<file path="config.mk">
export PLATFORM = sky130hd
export DESIGN_NAME = lvds_bitslip_align
export DESIGN_NICKNAME = d
export VERILOG_FILES = /design/src/rtl/lvds_rx_pkg.sv /design/src/rtl/bit_window_mux.sv /design/src/rtl/lvds_bitslip_align.sv
export SDC_FILE = /design/constraint.sdc
export NUM_CORES = 1
export LEC_CHECK = 0
export CAP_MARGIN = 20
export CORE_MARGIN = 1.5
export CORE_UTILIZATION = 48
export CTS_CLUSTER_SIZE = 12
export DETAILED_ROUTE_END_ITERATION = 12
export GPL_TIMING_DRIVEN = 0
export PLACE_DENSITY = 0.72
export SLEW_MARGIN = 30
export SYNTH_ARGS = -nofsm -noshare
export SYNTH_HDL_FRONTEND = slang
export SYNTH_HIERARCHICAL = 1
export SYNTH_SLANG_ARGS = --single-unit
</file>
<file path="constraint.sdc">
create_clock -name SDR_CLK -period 2.77 [get_ports SDR_CLK]
set_input_delay 0.554 -clock SDR_CLK [delete_from_list [all_inputs] [get_ports SDR_CLK]]
set_output_delay 0.554 -clock SDR_CLK [all_outputs]
set_load 0.01 [all_outputs]
</file>
<file path="src/rtl/lvds_rx_pkg.sv">
// Shared LVDS receive definitions: word width, training word, aligner FSM
// state encoding and the sync codes recognised by the downstream word aligner.
package lvds_rx_pkg;

  localparam int unsigned DATA_W = 12;

  // Default training word; all 12 rotations are distinct.
  localparam logic [DATA_W-1:0] TRAIN_WORD_DEF = 12'h0FC;

  // Sync codes shared with the word aligner (SAV/EAV style markers).
  localparam logic [DATA_W-1:0] SYNC_SOF = 12'hAB0;
  localparam logic [DATA_W-1:0] SYNC_SOL = 12'h800;
  localparam logic [DATA_W-1:0] SYNC_EOL = 12'h9D0;
  localparam logic [DATA_W-1:0] SYNC_EOF = 12'hB60;

  typedef enum logic [2:0] {
    IDLE,
    SEARCH,
    VERIFY,
    LOCKED,
    FAIL
  } align_state_t;

  // Next bit offset in the sweep; wraps from DATA_W-1 back to 0.
  function automatic logic [3:0] next_offset(input logic [3:0] off);
    return (off == 4'(DATA_W - 1)) ? 4'd0 : off + 4'd1;
  endfunction

endpackage

</file>
<file path="src/rtl/bit_window_mux.sv">
// 24-to-12 bit window selector; offsets beyond DATA_W-1 return zero.
module bit_window_mux
  import lvds_rx_pkg::*;
(
  input  logic [2*DATA_W-1:0] cat_i,
  input  logic [3:0]          sel_i,
  output logic [DATA_W-1:0]   window_o
);

  // Pick the 12-bit slice starting at the selected bit offset.
  always_comb begin
    window_o = '0;
    if (sel_i < 4'(DATA_W)) begin
      window_o = cat_i[sel_i +: DATA_W];
    end
  end

endmodule

</file>
<file path="src/rtl/lvds_bitslip_align.sv">
// Per-lane word-boundary trainer: sweeps a bit offset against the training
// word, freezes it once enough consecutive matches are seen, and forwards
// framed words only while locked.
module lvds_bitslip_align
  import lvds_rx_pkg::*;
#(
  parameter logic [DATA_W-1:0] TRAIN_WORD = TRAIN_WORD_DEF,
  parameter int unsigned       LOCK_COUNT = 8,
  parameter int unsigned       MAX_TRIES  = 48
) (
  input  logic              SDR_CLK,
  input  logic              RST_N,
  input  logic [DATA_W-1:0] raw_12bit,
  input  logic              train_req,
  output logic [DATA_W-1:0] data_12bit,
  output logic              aligned,
  output logic              align_err,
  output logic [3:0]        bit_offset
);

  localparam logic [7:0] LOCK_C = 8'(LOCK_COUNT);
  localparam logic [7:0] MAX_C  = 8'(MAX_TRIES);

  logic [DATA_W-1:0]   raw0_q, raw1_q;
  logic [2*DATA_W-1:0] cat;
  logic [DATA_W-1:0]   window;
  logic                match;
  logic                advance;

  align_state_t      state_q, state_d;
  logic [3:0]        offset_q, offset_d;
  logic [7:0]        try_q, try_d;
  logic [7:0]        match_q, match_d;
  logic [DATA_W-1:0] data_q, data_d;
  logic              aligned_q, aligned_d;
  logic              err_q, err_d;

  assign cat   = {raw0_q, raw1_q};
  assign match = (window == TRAIN_WORD);

  bit_window_mux u_mux (
    .cat_i    (cat),
    .sel_i    (offset_q),
    .window_o (window)
  );

  // Two-word history so any rotation can be cut from consecutive words.
  always_ff @(posedge SDR_CLK or negedge RST_N) begin
    if (!RST_N) begin
      raw0_q <= '0;
      raw1_q <= '0;
    end else begin
      raw0_q <= raw_12bit;
      raw1_q <= raw0_q;
    end
  end

  // Training FSM next-state, counters and output decodes.
  always_comb begin
    state_d  = state_q;
    offset_d = offset_q;
    try_d    = try_q;
    match_d  = match_q;
    advance  = 1'b0;

    if (train_req) begin
      state_d  = SEARCH;
      offset_d = '0;
      try_d    = '0;
      match_d  = '0;
    end else begin
      unique case (state_q)
        SEARCH: begin
          if (match) begin
            if (LOCK_C == 8'd1) begin
              state_d = LOCKED;
            end else begin
              state_d = VERIFY;
              match_d = 8'd1;
            end
          end else begin
            advance = 1'b1;
          end
        end
        VERIFY: begin
          if (match) begin
            match_d = match_q + 8'd1;
            if (match_q + 8'd1 == LOCK_C) begin
              state_d = LOCKED;
            end
          end else begin
            match_d = '0;
            state_d = SEARCH;
            advance = 1'b1;
          end
        end
        IDLE, LOCKED, FAIL: begin
        end
        default: state_d = IDLE;
      endcase
    end

    if (advance) begin
      offset_d = next_offset(offset_q);
      try_d    = try_q + 8'd1;
      if (try_d == MAX_C) begin
        state_d = FAIL;
      end
    end

    aligned_d = (state_d == LOCKED);
    err_d     = (state_d == FAIL);
    // A retrain request blanks data on the same edge that drops aligned.
    data_d    = (state_q == LOCKED && !train_req) ? window : '0;
  end

  // FSM state and registered outputs.
  always_ff @(posedge SDR_CLK or negedge RST_N) begin
    if (!RST_N) begin
      state_q   <= IDLE;
      offset_q  <= '0;
      try_q     <= '0;
      match_q   <= '0;
      data_q    <= '0;
      aligned_q <= 1'b0;
      err_q     <= 1'b0;
    end else begin
      state_q   <= state_d;
      offset_q  <= offset_d;
      try_q     <= try_d;
      match_q   <= match_d;
      data_q    <= data_d;
      aligned_q <= aligned_d;
      err_q     <= err_d;
    end
  end

  assign data_12bit = data_q;
  assign aligned    = aligned_q;
  assign align_err  = err_q;
  assign bit_offset = offset_q;

endmodule

</file>
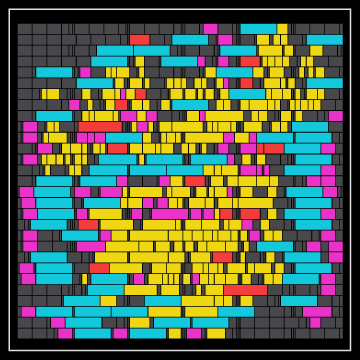
placement_by_type.png
(4 px per µm) Fill, decap, tap and diode cells in grey.
flops: shown in cyan, cells 61. other buffers and delay cells: shown in magenta, cells 72. combinational and other logic: shown in yellow, cells 228. clock drivers and dummy loads: shown in red, cells 16.

==> flow_summary.json <==
{
  "synth_cells": 308,
  "top_layer": "met4",
  "power_frac_comb_pct": 17.2,
  "synth_area_mm2": 0.003224,
  "ys.flops": 61,
  "run_status": "finished, violations left",
  "met1_usage_pct": 29.00,
  "sw_frac_of_total_pct": 27.01,
  "violations": "design-rule violations, negative setup slack",
  "die_area_mm2": 0.007218,
  "yosys_warnings": 6,
  "timing.hold.ws_ns": 0.08358,
  "num_io_pins": 33,
  "ir_drop_mv": 0.3395,
  "cap_violations": 0,
  "cts.clk_slew.worst_paths_ns": 0.07,
  "first_iter_violations": 197,
  "cts_root_buffer": "clkbuf_8",
  "top_cells_by_count": "dfrtp_1 (61), nand2_1 (34), nor2_1 (25)",
  "fin_ws_ns": -0.06795,
  "syn_to_final_growth_pct": 32.56,
  "mostFrequentLayoutCells": "dfrtp_1 (59), nand2_1 (32), clkdlybuf4s50_1 (31)",
  "drc": 3,
  "core_mm2": 0.006422,
  "dr.pass1.iters": 8,
  "route.final.wire_length_um": 7316,
  "max_stage_delay_ns": 0.56,
  "ys_cells": 308,
  "grt_overflow": 0,
  "crit_chain": "buf_8, mux4_2, nand2_1, o211ai_1, nor4b_4, and3_4, buf_6, a311oi_4, buf_6, o21ai_1, o31ai_1",
  "final_nets": 391,
  "top_area_cell": "dfrtp_1",
  "cp_common_cell": "buf_6",
  "p_total_mw": 2.219,
  "setup_viol": 11,
  "postLayoutCellArea_mm2": 0.004274
}
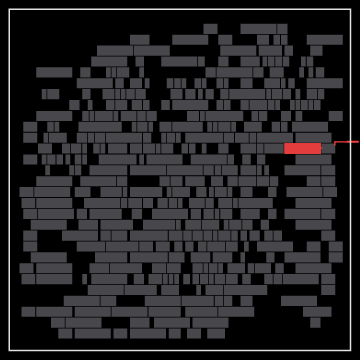
io_fan.png
(4 px per µm)
`aligned`: shown in red, direction output, edge right, end cells 1, buffers 1, wire 4.60 µm.

[worst min path at each step]
stage                    start          to  slack [ns]
finish                   RST_N   raw1_q[9]        0.08
detailed placement  raw0_q[10]  raw1_q[10]        0.37
global route             RST_N   raw1_q[9]        0.09
CTS                      RST_N   raw0_q[7]        0.09
global placement    raw0_q[10]  raw1_q[10]        0.36
floorplan                RST_N   align_err        0.26
[through the flow]
stage	utilization (%)	instances	setup TNS, ns	setup WS, ns
floorplan	-	308	0	0.04248
global placement	56.69	417	-46.46	-0.6992
detailed placement	56.96	418	-4.246	-0.3567
CTS	63.00	444	-0.03826	-0.01669
global route	66.55	454	-2.106	-0.1939
finish	66.55	454	-0.4479	-0.06795
[sequential cells by signal, indices dropped and copies added (netlist names)]
register	count
data_12bit	12
raw0_q	12
raw1_q	12
match_q	8
try_q	8
bit_offset	4
state_q	3
align_err	1
aligned	1
[area by class of cell]
cell class / instances / area (µm²)
plain buffers: 19 / 141.4
clock buffers: 9 / 123.9
clock inverters: 7 / 98.84
fillers: 490 / 2148
inverters: 4 / 15.01
multi-input cells: 224 / 1763
flip-flops and latches: 61 / 1529
well taps: 77 / 96.34
repair buffers: 53 / 506.7
[kinds of logic (layout without fill, tap and decap cells)]
family	Yosys count	after routing	synth area share (%)
simple gates	119	119	19.17
fa+ha+maj	4	4	1.552
buf+inv	23	92	3.609
xor+xnor	8	8	2.173
mux	27	27	12.49
flops	61	61	47.34
compound gates	66	66	13.66
[worst reg2reg max path: stages, from the launching register on]
cell,delay [ns]
dfrtp_2,0.45
buf_8,0.15
mux4_2,0.56
nand2_1,0.09
o211ai_1,0.16
nor4b_4,0.49
and3_4,0.25
buf_6,0.10
a311oi_4,0.09
buf_6,0.16
o21ai_1,0.14
o31ai_1,0.08
